`src/rtl/bcd_serial_add_ctrl.sv`:
```
// Digit-serial BCD adder: one shared single-digit adder, two cycles per digit
// (operand digits, then carry-in), ripple carry from digit 0 upward.

module bcd_adder (
  input  logic [3:0] A,
  input  logic [3:0] B,
  output logic       S2,
  output logic [3:0] S1
);
  logic [4:0] raw;

  always_comb begin
    raw = {1'b0, A} + {1'b0, B};
    S2  = 1'b0;
    S1  = raw[3:0];
    if (raw > 5'd9) begin
      S2 = 1'b1;
      // raw - 10 modulo 16 is raw + 6
      S1 = raw[3:0] + 4'd6;
    end
  end
endmodule

module bcd_serial_add_ctrl #(
  parameter int DIGITS = 4
) (
  input  logic                clk,
  input  logic                rst,
  input  logic                start,
  input  logic [4*DIGITS-1:0] a_bcd,
  input  logic [4*DIGITS-1:0] b_bcd,
  output logic                busy,
  output logic                done,
  output logic [4*DIGITS-1:0] sum_bcd,
  output logic                carry_out,
  output logic                err
);
  localparam int W  = 4 * DIGITS;
  localparam int IW = (DIGITS > 1) ? $clog2(DIGITS) : 1;

  typedef enum logic [1:0] {IDLE, ADD_AB, ADD_CIN, DONE} state_t;

  state_t          state, state_nxt;
  logic [W-1:0]    a_q, b_q, shadow, shadow_merged;
  logic [IW-1:0]   idx;
  logic            c, c1;
  logic [3:0]      t;
  logic [3:0]      add_a, add_b, add_s1;
  logic            add_s2;
  logic            ops_ok, last_digit;

  function automatic logic all_digits_valid(input logic [W-1:0] x);
    logic ok;
    ok = 1'b1;
    for (int k = 0; k < DIGITS; k++) begin
      if (x[4*k +: 4] > 4'd9) ok = 1'b0;
    end
    return ok;
  endfunction

  bcd_adder u_add (
    .A  (add_a),
    .B  (add_b),
    .S2 (add_s2),
    .S1 (add_s1)
  );

  always_ff @(posedge clk) begin
    if (rst) state <= IDLE;
    else     state <= state_nxt;
  end

  always_comb begin
    state_nxt     = state;
    busy          = 1'b0;
    done          = 1'b0;
    add_a         = 4'd0;
    add_b         = 4'd0;
    ops_ok        = all_digits_valid(a_bcd) && all_digits_valid(b_bcd);
    last_digit    = (idx == IW'(DIGITS - 1));
    shadow_merged = shadow;
    shadow_merged[idx*4 +: 4] = add_s1;
    case (state)
      IDLE: begin
        if (start) state_nxt = ops_ok ? ADD_AB : DONE;
      end
      ADD_AB: begin
        busy      = 1'b1;
        add_a     = a_q[idx*4 +: 4];
        add_b     = b_q[idx*4 +: 4];
        state_nxt = ADD_CIN;
      end
      ADD_CIN: begin
        busy      = 1'b1;
        add_a     = t;
        add_b     = {3'b000, c};
        state_nxt = last_digit ? DONE : ADD_AB;
      end
      DONE: begin
        done      = 1'b1;
        state_nxt = IDLE;
      end
      default: state_nxt = IDLE;
    endcase
  end

  always_ff @(posedge clk) begin
    if (rst) begin
      a_q       <= '0;
      b_q       <= '0;
      shadow    <= '0;
      sum_bcd   <= '0;
      carry_out <= 1'b0;
      err       <= 1'b0;
      idx       <= '0;
      c         <= 1'b0;
      c1        <= 1'b0;
      t         <= 4'd0;
    end else begin
      case (state)
        IDLE: begin
          if (start) begin
            a_q    <= a_bcd;
            b_q    <= b_bcd;
            shadow <= '0;
            idx    <= '0;
            c      <= 1'b0;
            err    <= !ops_ok;
            if (!ops_ok) begin
              sum_bcd   <= '0;
              carry_out <= 1'b0;
            end
          end
        end
        ADD_AB: begin
          t  <= add_s1;
          c1 <= add_s2;
        end
        ADD_CIN: begin
          // t + carry is at most 10, so c1 and add_s2 are never both set
          shadow <= shadow_merged;
          c      <= c1 | add_s2;
          if (last_digit) begin
            sum_bcd   <= shadow_merged;
            carry_out <= c1 | add_s2;
          end else begin
            idx <= idx + IW'(1);
          end
        end
        default: ;
      endcase
    end
  end
endmodule

```
`config.mk`:
```
export PLATFORM = sky130hd
export DESIGN_NAME = bcd_serial_add_ctrl
export DESIGN_NICKNAME = d
export VERILOG_FILES = /design/src/rtl/bcd_serial_add_ctrl.sv
export SDC_FILE = /design/constraint.sdc
export NUM_CORES = 1
export LEC_CHECK = 0
export CELL_PAD_IN_SITES_DETAIL_PLACEMENT = 0
export CELL_PAD_IN_SITES_GLOBAL_PLACEMENT = 1
export CORE_UTILIZATION = 37
export DETAILED_ROUTE_END_ITERATION = 7
export GPL_TIMING_DRIVEN = 0
export PLACE_DENSITY = 0.72
export SLEW_MARGIN = 10
export SYNTH_ARGS = -nofsm -noshare
export SYNTH_HDL_FRONTEND = slang
export SYNTH_SLANG_ARGS = --single-unit
export TNS_END_PERCENT = 5
```
`constraint.sdc`:
```
create_clock -name clk -period 3.6 [get_ports clk]
set_input_delay 0.54 -clock clk [delete_from_list [all_inputs] [get_ports clk]]
set_output_delay 0.54 -clock clk [all_outputs]
set_load 0.02 [all_outputs]
```
==> impl.org <==
* Flow results

** Cells and area
- In the final design database the tool counted 569 nets.

** Critical path
- Among cell families on the critical path, the largest total delay comes from simple AND/OR/NAND/NOR gates.
- Launching point of the worst reg2reg path :: idx[0]
- CP peak stage delay :: 0.54 ns
- FF-to-FF End :: sum_bcd[2]

** Floorplanning
- Chip footprint :: 10,800 um^2
- Per the OpenROAD floorplan log, the width of the die is 104 um.

** CTS
- In this run, post-CTS hold repair placed 0 buffers.
- Max clock buf depth :: 2

** Final timing
- Setup_tns :: -0.237 ns
- Worst Hold Margin :: 0.456 ns
- Setup repair after global routing could not meet its margin everywhere.
- Fmax :: 0.272 GHz
- In the post-route analysis, the smallest setup slack over all paths is -0.0763 ns.
- Transition time at the pin with the least slew margin :: 0.576 ns
- Final setup violating endpoints :: 5

** Logic synthesis
- In this run, the synthesized area fraction spent on AND-OR/OR-AND gates is recorded as 22.9%.
- The share of the Yosys chip area taken by registers is 39.7%.
- Area share of the largest cell type after synthesis :: 39.7%
- Area of the mapped netlist :: 3830 um^2

** Outcome
- The checks that failed: negative setup slack.
- Result of the run :: finished with violations

** Power
- Group with the largest share of power :: combinational logic
- Combinational power share :: 41.2%

** Placement
- Count of buffers from port buffering :: 54

** Hold path
- The launch point of the worst min-delay path is recorded as b_q[5].
- Hold Path Cell Cnt :: 2

** Drt
- The first routing iteration left 210 violations.
- Number of nets still failing antenna checks after routing :: 0

** Global routing
- Pin count of the biggest net entering global routing :: 15
per-layer routing:
layer | routed length (um) | GRT usage, % | up-vias
met5 | 0 | 0 | -
met4 | 129 | 6.63 | 0
met3 | 496 | 3.34 | 14
met2 | 4940 | 32.5 | 87
met1 | 5130 | 28.5 | 1650
li1 | - | - | 1732
layout make-up:
type | count | share of cell area (%)
multi-input cells | 318 | 44.6
flip-flops and latches | 76 | 30.1
repair buffers | 69 | 13.1
well taps | 133 | 3.27
plain buffers | 24 | 2.78
clock buffers | 10 | 2.51
clock inverters | 6 | 2.21
inverters | 19 | 1.45
registers in the layout, summed over array words and instances, names as in the netlist:
name,cells
a_q,16
b_q,16
shadow,16
sum_bcd,16
t,4
idx,2
state,2
c,1
c1,1
carry_out,1
err,1
### The metal 2 layer

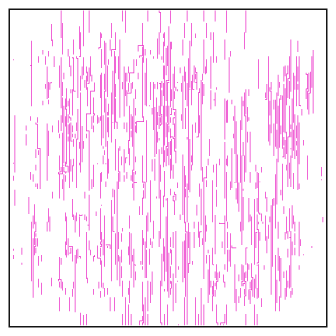
- longest straight run: 43.2 um
- nets with wire on the layer: 476
- main direction: vertical
- share of all routed wire: 46%

### Metal 1

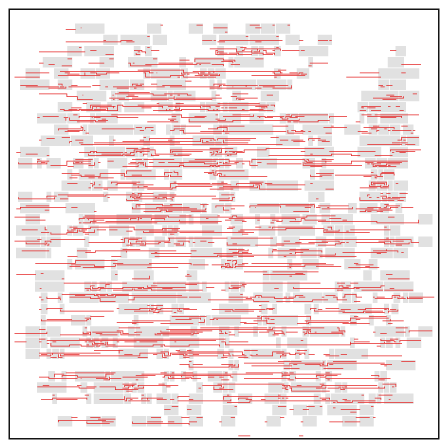
- longest straight run: 48.8 um
- nets with wire on the layer: 531
- main direction: horizontal
- wire length on this layer: 5,130 um
- share of all routed wire: 48%

### Congestion heat map

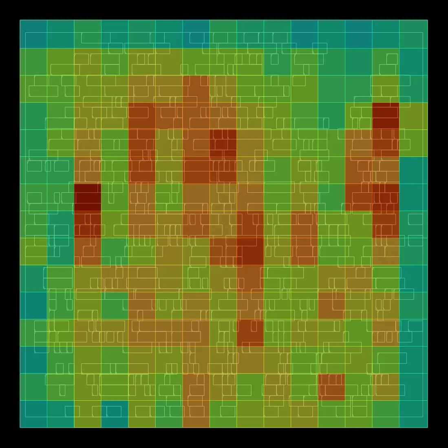
busiest grt layer: met2
met2 Resource Use GR: 32.5%
met1 usage: 28.5%
Routed wire per std cell: 16.3 um

### Sequential cells grouped by signal name

Scale bar: 20 um. Other sequential cells in the stronger gray, the rest of the logic in the fainter gray.
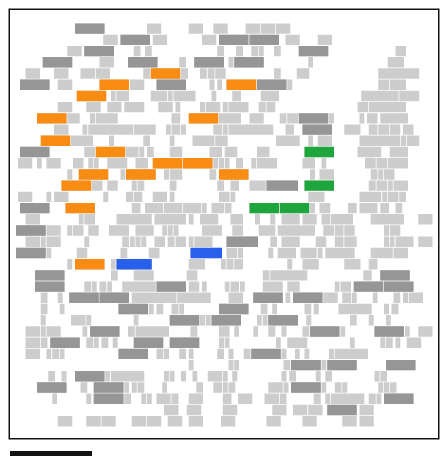
- `t`: green (flops 4)
- `shadow`: orange (flops 16)
- `idx`: blue (flops 2)
- not colored: 54
flop share of the area: 30.1%
sequential power: 1.03 mW
Seq. cell area: 1530 um^2

### M3 wires

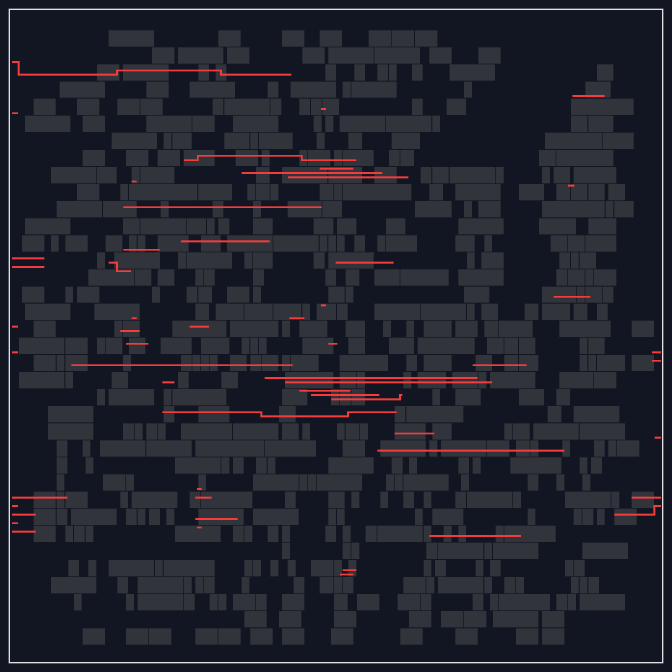
- nets with wire on the layer: 43
- wire length on this layer: 497 um
grt met3 use: 3.34%
overall via count from detail_route: 3,483
overall routed net length: 10.7 mm

No activity file was given, so power comes from the tool's default toggle rates.
